--- src/rtl/mux32_16x1.sv ---
// Wide 16:1 word selector built as a binary tree of 2:1 stages, plus a
// registered copy of the selected word for pipelined consumers.

module mux32_16x1_mux2 #(
  parameter int DATA_WIDTH = 32
) (
  input  logic [DATA_WIDTH-1:0] a,
  input  logic [DATA_WIDTH-1:0] b,
  input  logic                  sel,
  output logic [DATA_WIDTH-1:0] y
);
  // An unknown select merges both legs, so no single unselected word leaks out.
  assign y = sel ? b : a;
endmodule

module mux32_16x1 #(
  parameter int DATA_WIDTH = 32,
  parameter int SEL_WIDTH  = 4
) (
  output logic [DATA_WIDTH-1:0] Y,
  input  logic [DATA_WIDTH-1:0] I0,
  input  logic [DATA_WIDTH-1:0] I1,
  input  logic [DATA_WIDTH-1:0] I2,
  input  logic [DATA_WIDTH-1:0] I3,
  input  logic [DATA_WIDTH-1:0] I4,
  input  logic [DATA_WIDTH-1:0] I5,
  input  logic [DATA_WIDTH-1:0] I6,
  input  logic [DATA_WIDTH-1:0] I7,
  input  logic [DATA_WIDTH-1:0] I8,
  input  logic [DATA_WIDTH-1:0] I9,
  input  logic [DATA_WIDTH-1:0] I10,
  input  logic [DATA_WIDTH-1:0] I11,
  input  logic [DATA_WIDTH-1:0] I12,
  input  logic [DATA_WIDTH-1:0] I13,
  input  logic [DATA_WIDTH-1:0] I14,
  input  logic [DATA_WIDTH-1:0] I15,
  input  logic [SEL_WIDTH-1:0]  S,
  input  logic                  CLK,
  input  logic                  RST,
  output logic [DATA_WIDTH-1:0] Y_REG
);
  localparam int NUM_IN = 1 << SEL_WIDTH;
  localparam int NUM_NODES = 2 * NUM_IN - 1;

  logic [15:0][DATA_WIDTH-1:0]           din;
  logic [NUM_NODES-1:0][DATA_WIDTH-1:0]  node;
  logic [DATA_WIDTH-1:0]                 y_reg_d, y_reg_q;

  assign din = {I15, I14, I13, I12, I11, I10, I9, I8,
                I7,  I6,  I5,  I4,  I3,  I2,  I1, I0};

  // Heap layout: node k has children 2k+1 (sel=0) and 2k+2 (sel=1);
  // leaves sit left to right as I0..I15, so depth d is steered by S[SEL_WIDTH-1-d].
  genvar gi, gd, gj;
  generate
    for (gi = 0; gi < NUM_IN; gi++) begin : g_leaf
      assign node[NUM_IN-1+gi] = din[gi];
    end
    for (gd = 0; gd < SEL_WIDTH; gd++) begin : g_lvl
      for (gj = 0; gj < (1 << gd); gj++) begin : g_stage
        localparam int K = (1 << gd) - 1 + gj;
        mux32_16x1_mux2 #(.DATA_WIDTH(DATA_WIDTH)) u_mux2 (
          .a   (node[2*K+1]),
          .b   (node[2*K+2]),
          .sel (S[SEL_WIDTH-1-gd]),
          .y   (node[K])
        );
      end
    end
  endgenerate

  assign Y = node[0];

  always_comb begin
    y_reg_d = Y;
  end

  always_ff @(posedge CLK or posedge RST) begin
    if (RST) y_reg_q <= '0;
    else     y_reg_q <= y_reg_d;
  end

  assign Y_REG = y_reg_q;
endmodule

--- config.mk ---
export PLATFORM = sky130hd
export DESIGN_NAME = mux32_16x1
export DESIGN_NICKNAME = d
export VERILOG_FILES = /design/src/rtl/mux32_16x1.sv
export SDC_FILE = /design/constraint.sdc
export NUM_CORES = 1
export LEC_CHECK = 0
export CAP_MARGIN = 20
export CELL_PAD_IN_SITES_DETAIL_PLACEMENT = 0
export CELL_PAD_IN_SITES_GLOBAL_PLACEMENT = 1
export CORE_AREA = 2 2 229 231
export CTS_BUF_LIST = sky130_fd_sc_hd__clkbuf_4 sky130_fd_sc_hd__clkbuf_8
export CTS_CLUSTER_SIZE = 40
export DETAILED_ROUTE_END_ITERATION = 7
export DIE_AREA = 0 0 231 233
export GPL_TIMING_DRIVEN = 1
export PLACE_DENSITY = 0.55
export SLEW_MARGIN = 20
export SYNTH_ARGS = -nofsm -noshare
export SYNTH_HDL_FRONTEND = slang
export SYNTH_SLANG_ARGS = --single-unit
--- constraint.sdc ---
create_clock -name CLK -period 1.8 [get_ports CLK]
set_input_delay 0.36 -clock CLK [delete_from_list [all_inputs] [get_ports CLK]]
set_output_delay 0.36 -clock CLK [all_outputs]
set_load 0.02 [all_outputs]
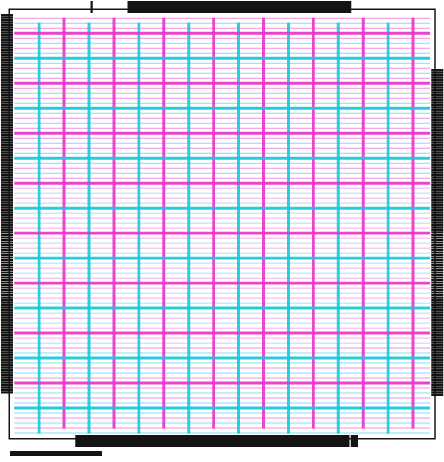
*PDN straps and rails*
Bar = 50 um. Pins as bars on the die edge.
- cyan: VSS
- magenta: VDD
- met4 straps: 16
- met1 rails: 84

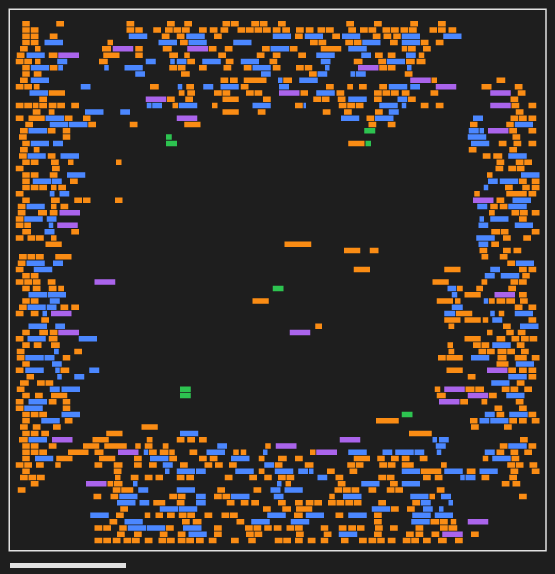
*Placement by cell class*
Bar = 50 um.
- blue: remaining logic cells (cells 229; share of their area 32%)
- purple: sequential cells (cells 32; share of their area 6.6%)
- orange: remaining buffers and delay cells (cells 692; share of their area 60%)
- green: clock drivers and dummy loads (cells 8; share of their area 0.80%)

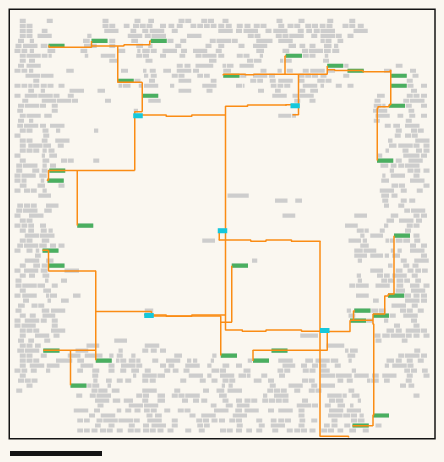
*Clock distribution*
Bar = 50 um.
- green: flip-flops (count 32)
- orange: clock wires (length 1400 um)
- cyan: clock-net drivers (count 5)
- routed clock nets: 6

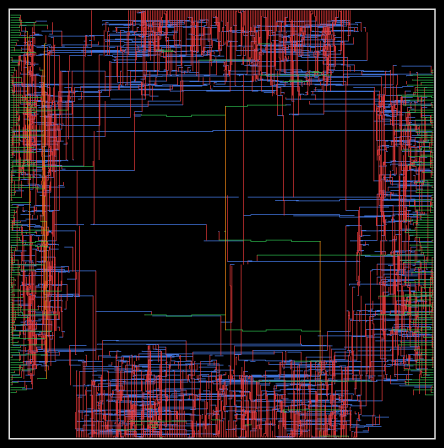
*Routed metal, one colour a layer*
- red: M2 (wire length 19200 um)
- green: M3 (wire length 2830 um)
- blue: M1 (wire length 14200 um)
- orange: M4 (wire length 682 um)

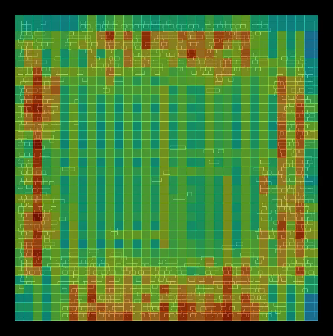
*Routing congestion*
GRT busiest layer: met2
overall routing resource usage: 0.132

==> impl_metrics.env <==
# source this file to load flow results
export IMPL_maxSlewHeadroom=0.730
export IMPL_dp_slack_ns=-0.947
export IMPL_setup_viol=32
export IMPL_synth_cell_types=12
export IMPL_syn_area_mm2=0.00452
export IMPL_ys_cells=304
export IMPL_sw_frac_of_total=0.338
export IMPL_largest_cell_class="non-clock buffers"
export IMPL_syn_to_final_growth_pct=188
export IMPL_hp_class="in -> async"
export IMPL_max_freq_mhz=444
export IMPL_status="complete, but fails checks"
export IMPL_violations="negative setup slack"
export IMPL_final_core_util=0.255
export IMPL_nClkBuffers=8
export IMPL_chip_area_mm2=0.0538
export IMPL_layout_top_cell="clkdlybuf4s50_1"
export IMPL_clkPwrFrac=0.151
export IMPL_die_h_um=233
export IMPL_setup_slack_ns=-0.452
export IMPL_crit_family="buffers and inverters"
export IMPL_die_w_um=231
export IMPL_slowest_stage="mux4_2"
export IMPL_crit_chain="clkbuf_16 -> buf_12 -> buf_12 -> buf_12 -> mux4_2 -> a22oi_2 -> nand2_2 -> buf_6"
export IMPL_yosys_warnings=0
export IMPL_grt_first_pass_wirelength_mm=50.0
export IMPL_cts_tree="yes"
export IMPL_flop_count=32
export IMPL_syn_nets=822
export IMPL_final_cell_mix="541 x clkdlybuf4s50_1, 128 x mux4_2, 64 x a22oi_2"
export IMPL_post_drt_wl_per_cell_um=22.5
export IMPL_rsz0062_at_grt="true"
export IMPL_p_per_area_mw_per_mm2=399
export IMPL_warnings=29
export IMPL_path_class="in -> out"
-- worst paths after layout --
| kind | end | startpoint | slack [ns] | cells past startpoint |
|---|---|---|---|---|
| min in group CLK | Y_REG[23] | S[1] | 0.73 | 5 |
| worst max-delay path | Y[31] | S[0] | -0.45 | 8 |
| worst min-delay path | Y_REG[11] | RST | 0.30 | 2 |
| max in group asynchronous | Y_REG[8] | RST | 1.04 | 3 |
-- layer usage --
metal | part of all wire | track usage | vias to the layer above | routed length, um
met3 | 0.077 | 0.0349 | 19 | 2830
met2 | 0.52 | 0.240 | 350 | 19200
met4 | 0.018 | 0.0341 | 0 | 682
li1 | - | - | 2708 | -
met5 | 0 | 0 | - | 0
met1 | 0.39 | 0.151 | 3097 | 14200
-- Yosys cell counts (all sizes together) --
| cell | instances | area share |
|---|---|---|
| dfrtp | 32 | 0.18 |
| inv | 1 | 0.00083 |
| buf | 26 | 0.031 |
| nor2 | 1 | 0.00083 |
| clkbuf | 17 | 0.014 |
| mux4 | 128 | 0.64 |
| nand2 | 32 | 0.027 |
| and2 | 1 | 0.0014 |
| nor2b | 2 | 0.0028 |
| a22oi | 64 | 0.11 |
-- cell families after synthesis --
kind of cell	after synthesis	share of synthesized area
multiplexers	128	0.638
AND-OR/OR-AND	64	0.106
buffers and inverters	44	0.0463
flip-flops	32	0.177
AND/OR/NAND/NOR	36	0.0316
-- power by group through the flow --
stage	logic, uW	registers, uW	clock network [uW]
2_1_floorplan	1160	986	0
3_3_place_gp	3350	860	0
3_5_place_dp	3340	861	0
4_1_cts	3500	848	897
5_1_grt	3750	857	914
6_report	3560	844	783
-- repair_timing --
item | 4_1_cts | 5_1_grt
gates resized | 203 | 41
gates cloned | 5 | 3
buffers inserted | 22 | 19
pin swaps | 20 | 31
endpoints found under the setup margin | 33 | 34
Power and IR drop assume default switching activity.
